Fig. 1: run 1, placement by cell class
Fill, decap, tap and diode cells in grey.
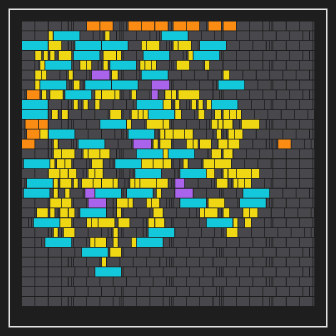
Fig. 2: run 1, sizing map
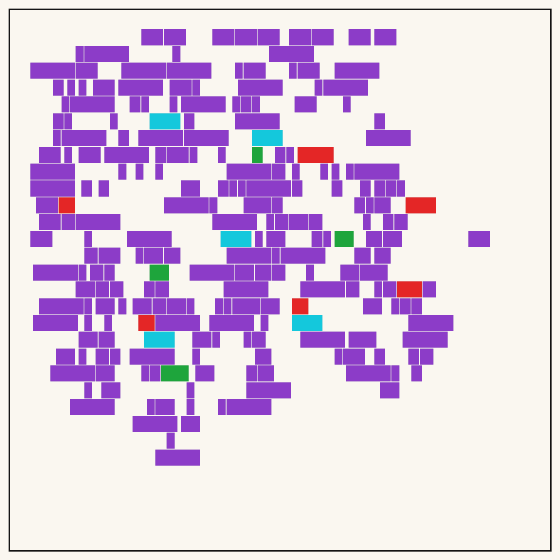
Fig. 3: run 1, metal layers overlaid
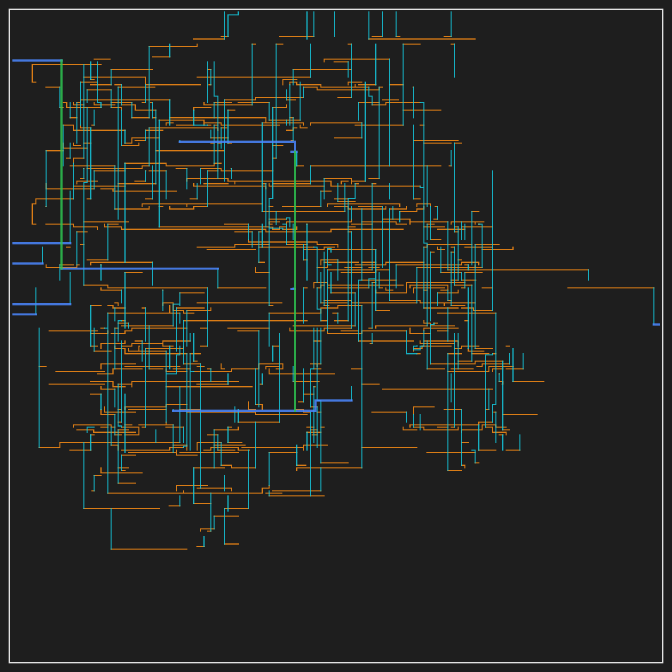
===== src/rtl/uart_pkg.sv =====
// Shared UART definitions: framer state encoding, default line parameters
// and the oversample tick divider, so the sampler and framer agree.
package uart_pkg;

    localparam int unsigned CLK_HZ_DEF       = 65_000_000;
    localparam int unsigned SAMP_PER_BIT_DEF = 16;
    localparam int unsigned BAUD_RATE_DEF    = 9600;
    localparam int unsigned DATA_BITS_DEF    = 8;
    localparam int unsigned TICK_CNT_W       = 16;

    typedef enum logic [2:0] {
        IDLE      = 3'd0,
        START     = 3'd1,
        DATA      = 3'd2,
        STOP      = 3'd3,
        WAIT_IDLE = 3'd4
    } rx_state_t;

    // System clocks per oversample tick; valid range is 1..65536.
    function automatic int unsigned uart_div(input int unsigned clk_hz,
                                             input int unsigned samp_per_bit,
                                             input int unsigned baud_rate);
        return clk_hz / (samp_per_bit * baud_rate);
    endfunction

endpackage


===== src/rtl/uart_rx_framer_if.sv =====
// Serial input and byte-side valid/ready bus of the UART receive framer.
interface uart_rx_framer_if #(
    parameter int unsigned DATA_BITS = uart_pkg::DATA_BITS_DEF
);
    logic                 sig_in;
    logic                 ready_in;
    logic [DATA_BITS-1:0] data_out;
    logic                 valid_out;
    logic                 framing_err_out;
    logic                 overrun_out;

    modport master (
        input  sig_in,
        input  ready_in,
        output data_out,
        output valid_out,
        output framing_err_out,
        output overrun_out
    );

    modport slave (
        output sig_in,
        output ready_in,
        input  data_out,
        input  valid_out,
        input  framing_err_out,
        input  overrun_out
    );
endinterface


===== src/rtl/uart_tick_gen.sv =====
// Free-running oversample tick: one-cycle pulse every DIV system clocks.
module uart_tick_gen
    import uart_pkg::*;
#(
    parameter int unsigned CLK_HZ       = CLK_HZ_DEF,
    parameter int unsigned SAMP_PER_BIT = SAMP_PER_BIT_DEF,
    parameter int unsigned BAUD_RATE    = BAUD_RATE_DEF
) (
    input  logic clk_in,
    input  logic rst_in,
    output logic tick_out
);

    localparam int unsigned DIV = uart_div(CLK_HZ, SAMP_PER_BIT, BAUD_RATE);
    localparam logic [TICK_CNT_W-1:0] RELOAD = TICK_CNT_W'(DIV - 1);

    logic [TICK_CNT_W-1:0] cnt;

    always_ff @(posedge clk_in) begin
        if (rst_in) begin
            cnt      <= RELOAD;
            tick_out <= 1'b0;
        end else begin
            tick_out <= (cnt == '0);
            if (cnt == '0) begin
                cnt <= RELOAD;
            end else begin
                cnt <= cnt - TICK_CNT_W'(1);
            end
        end
    end

endmodule


===== src/rtl/uart_rx_framer.sv =====
// 8N1 UART receive framer: start detection, mid-bit sampling on oversample
// ticks, stop-bit check and a single-entry valid/ready holding register.
module uart_rx_framer
    import uart_pkg::*;
#(
    parameter int unsigned CLK_HZ       = CLK_HZ_DEF,
    parameter int unsigned SAMP_PER_BIT = SAMP_PER_BIT_DEF,
    parameter int unsigned BAUD_RATE    = BAUD_RATE_DEF,
    parameter int unsigned DATA_BITS    = DATA_BITS_DEF
) (
    input  logic              clk_in,
    input  logic              rst_in,
    uart_rx_framer_if.master  bus
);

    localparam int unsigned SW = $clog2(SAMP_PER_BIT);
    localparam int unsigned BW = $clog2(DATA_BITS + 1);

    logic                 tick;
    logic                 sig;
    rx_state_t            state;
    rx_state_t            state_next;
    logic [SW-1:0]        s;
    logic [BW-1:0]        b;
    logic [DATA_BITS-1:0] sr;

    logic s_mid;
    logic s_last;
    logic b_last;
    logic s_clr;
    logic s_inc;
    logic b_clr;
    logic b_inc;
    logic shift_en;
    logic deliver_c;
    logic frame_err_c;

    uart_tick_gen #(
        .CLK_HZ       (CLK_HZ),
        .SAMP_PER_BIT (SAMP_PER_BIT),
        .BAUD_RATE    (BAUD_RATE)
    ) u_tick (
        .clk_in   (clk_in),
        .rst_in   (rst_in),
        .tick_out (tick)
    );

    assign sig    = bus.sig_in;
    assign s_mid  = (s == SW'(SAMP_PER_BIT / 2 - 1));
    assign s_last = (s == SW'(SAMP_PER_BIT - 1));
    assign b_last = (b == BW'(DATA_BITS - 1));

    always_ff @(posedge clk_in) begin
        if (rst_in) begin
            state <= IDLE;
        end else begin
            state <= state_next;
        end
    end

    always_comb begin
        state_next = state;
        if (tick) begin
            case (state)
                IDLE:      if (!sig) state_next = START;
                START:     if (s_mid) state_next = sig ? IDLE : DATA;
                DATA:      if (s_last && b_last) state_next = STOP;
                STOP:      if (s_last) state_next = sig ? IDLE : WAIT_IDLE;
                WAIT_IDLE: if (sig) state_next = IDLE;
                default:   state_next = IDLE;
            endcase
        end
    end

    // Datapath strobes; everything except the handshake advances only on tick.
    always_comb begin
        s_clr       = 1'b0;
        s_inc       = 1'b0;
        b_clr       = 1'b0;
        b_inc       = 1'b0;
        shift_en    = 1'b0;
        deliver_c   = 1'b0;
        frame_err_c = 1'b0;
        if (tick) begin
            case (state)
                IDLE: begin
                    if (!sig) s_clr = 1'b1;
                end
                START: begin
                    if (s_mid) begin
                        s_clr = 1'b1;
                        b_clr = 1'b1;
                    end else begin
                        s_inc = 1'b1;
                    end
                end
                DATA: begin
                    if (s_last) begin
                        shift_en = 1'b1;
                        s_clr    = 1'b1;
                        b_inc    = 1'b1;
                    end else begin
                        s_inc = 1'b1;
                    end
                end
                STOP: begin
                    if (s_last) begin
                        deliver_c   = sig;
                        frame_err_c = !sig;
                        s_clr       = 1'b1;
                    end else begin
                        s_inc = 1'b1;
                    end
                end
                default: begin
                end
            endcase
        end
    end

    always_ff @(posedge clk_in) begin
        if (rst_in) begin
            s  <= '0;
            b  <= '0;
            sr <= '0;
        end else begin
            if (s_clr) begin
                s <= '0;
            end else if (s_inc) begin
                s <= s + SW'(1);
            end
            if (b_clr) begin
                b <= '0;
            end else if (b_inc) begin
                b <= b + BW'(1);
            end
            if (shift_en) begin
                sr <= {sig, sr[DATA_BITS-1:1]};
            end
        end
    end

    // Holding register: a delivery wins over a same-cycle accept.
    always_ff @(posedge clk_in) begin
        if (rst_in) begin
            bus.data_out        <= '0;
            bus.valid_out       <= 1'b0;
            bus.framing_err_out <= 1'b0;
            bus.overrun_out     <= 1'b0;
        end else begin
            bus.framing_err_out <= frame_err_c;
            bus.overrun_out     <= deliver_c && bus.valid_out && !bus.ready_in;
            if (deliver_c) begin
                bus.data_out  <= sr;
                bus.valid_out <= 1'b1;
            end else if (bus.valid_out && bus.ready_in) begin
                bus.valid_out <= 1'b0;
            end
        end
    end

endmodule


===== src/flat_wrapper.sv =====
// flat-port wrapper written by rule: the top's interface ports become plain ports
module uart_rx_framer_flat import uart_pkg::*;
#(
    parameter int unsigned CLK_HZ       = CLK_HZ_DEF,
    parameter int unsigned SAMP_PER_BIT = SAMP_PER_BIT_DEF,
    parameter int unsigned BAUD_RATE    = BAUD_RATE_DEF,
    parameter int unsigned DATA_BITS    = DATA_BITS_DEF
)
  (clk_in, rst_in, bus_sig_in, bus_ready_in, bus_data_out, bus_valid_out, bus_framing_err_out, bus_overrun_out);
  uart_rx_framer_if #(.DATA_BITS(DATA_BITS)) bus_i ();
  input  logic clk_in;
  input  logic rst_in;
  input wire logic [$bits(bus_i.sig_in)-1:0] bus_sig_in;
  input wire logic [$bits(bus_i.ready_in)-1:0] bus_ready_in;
  output wire logic [$bits(bus_i.data_out)-1:0] bus_data_out;
  output wire logic [$bits(bus_i.valid_out)-1:0] bus_valid_out;
  output wire logic [$bits(bus_i.framing_err_out)-1:0] bus_framing_err_out;
  output wire logic [$bits(bus_i.overrun_out)-1:0] bus_overrun_out;
  assign bus_i.sig_in = bus_sig_in;
  assign bus_i.ready_in = bus_ready_in;
  assign bus_data_out = bus_i.data_out;
  assign bus_valid_out = bus_i.valid_out;
  assign bus_framing_err_out = bus_i.framing_err_out;
  assign bus_overrun_out = bus_i.overrun_out;
  uart_rx_framer #(.CLK_HZ(CLK_HZ), .SAMP_PER_BIT(SAMP_PER_BIT), .BAUD_RATE(BAUD_RATE), .DATA_BITS(DATA_BITS)) u_core (.clk_in(clk_in), .rst_in(rst_in), .bus(bus_i));
endmodule

===== config.mk =====
export PLATFORM = sky130hd
export DESIGN_NAME = uart_rx_framer_flat
export DESIGN_NICKNAME = d
export VERILOG_FILES = /design/src/rtl/uart_pkg.sv /design/src/rtl/uart_rx_framer_if.sv /design/src/rtl/uart_tick_gen.sv /design/src/rtl/uart_rx_framer.sv /design/src/flat_wrapper.sv
export SDC_FILE = /design/constraint.sdc
export NUM_CORES = 1
export LEC_CHECK = 0
export CORE_MARGIN = 3
export CORE_UTILIZATION = 30
export CTS_CLUSTER_DIAMETER = 150
export CTS_CLUSTER_SIZE = 20
export DETAILED_ROUTE_END_ITERATION = 10
export PLACE_DENSITY = 0.58
export RECOVER_POWER = 50
export SLEW_MARGIN = 20
export SYNTH_ARGS = -nofsm -noshare
export SYNTH_HDL_FRONTEND = slang
export SYNTH_SLANG_ARGS = --single-unit

===== constraint.sdc =====
create_clock -name clk_in -period 5.5 [get_ports clk_in]
set_clock_uncertainty 0.2 [all_clocks]
set_input_delay 0.825 -clock clk_in [delete_from_list [all_inputs] [get_ports clk_in]]
set_output_delay 0.825 -clock clk_in [all_outputs]
set_load 0.05 [all_outputs]

==> Flow_metrics.wiki, run 1 <==
== Run summary ==
{| class="wikitable"
! Metric !! Value
|-
| Result of the run || finished clean
|-
| Number of violations reported at the end of detailed-routing iteration 0 || 81
|-
| Worst hold margin || 0.265 ns
|-
| Max stage delay cell, worst path || sky130_fd_sc_hd__nor3_1
|-
| Fraction of synthesized cell area taken by the top area cell type || 0.474
|-
| Global routing met1 resource utilization || 0.145
|-
| Type of the most critical hold path || reg2reg
|-
| Peak supply drop || approximately 0.17 mV
|-
| CP Capture Type || flop
|-
| Cells taking the most area after synthesis || sky130_fd_sc_hd__dfxtp_1 (47%), sky130_fd_sc_hd__nor2_1 (6.2%), sky130_fd_sc_hd__mux2i_1 (5.0%)
|-
| Floorplan die height || 87.4 um
|-
| Worst hold path endpoint || u_core.sr[0]
|-
| Post-synth ARST share || 0
|-
| Register area share after synthesis || 0.474
|-
| Number of antenna violations at the first check in global routing || 0
|-
| Root Buffer || sky130_fd_sc_hd__clkbuf_8
|-
| Layout non-clock buf frac || 0.0651
|-
| Max_cap viols || 0
|-
| Most repeated cell in the gate-level netlist after synthesis || sky130_fd_sc_hd__dfxtp_1
|-
| Number of I/O pins || 15
|-
| Layout Cell Area excl Fill || 2270 um^2
|-
| Average cell area after synthesis || 9.03 um^2
|-
| Most instantiated cells after synthesis || sky130_fd_sc_hd__dfxtp_1 (47), sky130_fd_sc_hd__nor2_1 (33), sky130_fd_sc_hd__nand2_1 (26)
|-
| Top routing layer in use || met4
|-
| FF-to-FF setup slack || 3.00 ns
|-
| Core Area || about 6400 um^2
|}
-- Fig. 1 (at the start) --
[remaining buffers and delay cells] orange | cells: 15 | share of their area: 6.8%
[remaining logic cells] yellow | cells: 165 | share of their area: 46%
[clock drivers and dummy loads] purple | cells: 8 | share of their area: 4.1%
[registers] cyan | cells: 47 | share of their area: 43%

-- Fig. 2 (at the start) --
[x2] green | cells: 4 | share: 1.7%
[x1 and smaller] purple | cells: 220 | share: 94%
[x3 and x4] red | cells: 6 | share: 2.6%
[x6 and larger] cyan | cells: 5 | share: 2.1%

-- Fig. 3 (at the start) --
[M2] cyan | wire length: 1530 um
[M3] blue | wire length: 92.7 um
[M1] orange | wire length: 1930 um
[M4] green | wire length: 62.6 um
total number of vias: 1501
wirelength, routed: 3.61 mm
average detailed-routed wire length per instance: 11.6 um

==> run 2: changes to the inputs <==
- clock period: 5.5 -> 2.31 ns (I/O delays scaled with it)
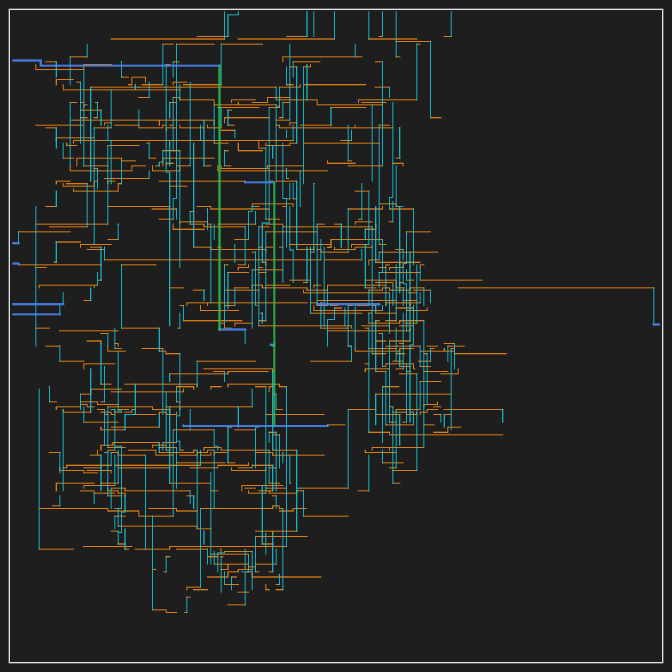
Fig. 4. Metal layers overlaid (run 2).
[M4] green | wire length: 68.0 um
[M3] blue | wire length: 78.4 um
[M2] cyan | wire length: 1600 um
[M1] orange | wire length: 1800 um
wirelength, routed: 3.55 mm
total number of vias: 1524
overall fraction of global-route tracks in use: 0.107

==> run 2 against run 1 <==
Sequential share of layout area is 1.8 points lower. Critical path type unchanged. Non-clock buffer count up 8. Highest routed layer unchanged. Global-route usage grew 0.40 points. Largest power group unchanged. Critical endpoint is now u_core.s[3]. Critical path depth stayed put.
==> Flow_metrics.wiki, run 2 <==
== Run summary ==
{| class="wikitable"
! Metric !! Value
|-
| Result of the run || finished clean
|-
| Registers with the most flip-flops || u_core.u_tick.cnt x16, u_core.bus.data_out x8, u_core.sr x8
|-
| Post-synth ARST share || 0
|-
| Number of violations reported at the end of detailed-routing iteration 0 || 99
|-
| Endpoints failing setup || 0
|-
| Most repeated cell in the gate-level netlist after synthesis || sky130_fd_sc_hd__dfxtp_1
|-
| Number of antenna violations at the first check in global routing || 0
|-
| Fraction of synthesized cell area taken by the top area cell type || 0.474
|-
| Count of clock buffers in the final design || 5
|-
| Global routing met1 resource utilization || 0.143
|-
| Met2 WL post-DR || 1.60 mm
|-
| Worst hold path endpoint || u_core.sr[0]
|-
| Register area share after synthesis || 0.474
|-
| Average cell area after synthesis || 9.03 um^2
|-
| Clock Power || just over 0.6 mW
|-
| Mean number of vias per cell || 4.76
|-
| Worst Path Arrival || 2.17 ns
|-
| Basic-gate share of the synthesized area counting and, or, nand and nor cells || 0.267
|-
| Clk sinks || 47
|-
| Critical path peak fanout || 5
|-
| DP Area || 2260 um^2
|-
| FF-to-FF setup slack || approximately 0.18 ns
|-
| Max stage delay cell, worst path || sky130_fd_sc_hd__or4_4
|-
| Type of the most critical hold path || reg2reg
|-
| Net Sw Power || 0.316 mW
|-
| Max_cap viols || 0
|-
| Average detailed-routed wire length per instance || 11.1 um
|-
| CP Capture Type || flop
|-
| Number of detailed-route iterations in the first pass || 4
|-
| Wire length of the first global-routing pass || 6.49 mm
|-
| Syn Nets || 227
|-
| DR WL met3 || between 70 and 80 um
|-
| Sequential cell area || 941 um^2
|-
| Root Buffer || sky130_fd_sc_hd__clkbuf_8
|-
| Cells taking the most area after synthesis || sky130_fd_sc_hd__dfxtp_1 (47%), sky130_fd_sc_hd__nor2_1 (6.2%), sky130_fd_sc_hd__mux2i_1 (5.0%)
|-
| Peak supply drop || 0.481 mV
|-
| P_comb || approximately 0.048 mW
|-
| Main combinational cell family by area after synthesis || simple AND/OR/NAND/NOR gates
|-
| Yosys-reported design area after synthesis || just under 2000 um^2
|-
| Most instantiated cells after synthesis || sky130_fd_sc_hd__dfxtp_1 (47), sky130_fd_sc_hd__nor2_1 (33), sky130_fd_sc_hd__nand2_1 (26)
|-
| Worst hold margin || about 0.27 ns
|-
| Crit path time final || around 2.1 ns
|-
| Floorplan die height || 87.4 um
|-
| Non-clock inverter count in the final layout || 6
|-
| Layout non-clock buf frac || 0.0914
|-
| Comb. cell area || 976 um^2
|-
| Top routing layer in use || met4
|-
| Part of the power in combinational logic || 0.032
|-
| Number of I/O pins || 15
|}
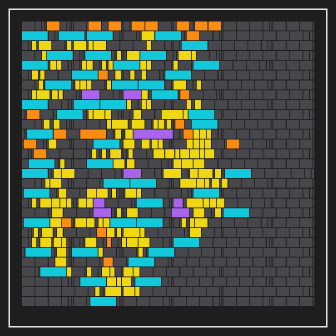
Fig. 5. Placement by cell class (run 2).
Fill, decap, tap and diode cells in grey.
sequential fraction of total cell area: 0.397
number of rows in the core area: 29
Layout Cell Area excl Fill: 2370 um^2
utilization of the core after routing: 0.371
Core Area: 6390 um^2

Power and IR drop assume default switching activity.
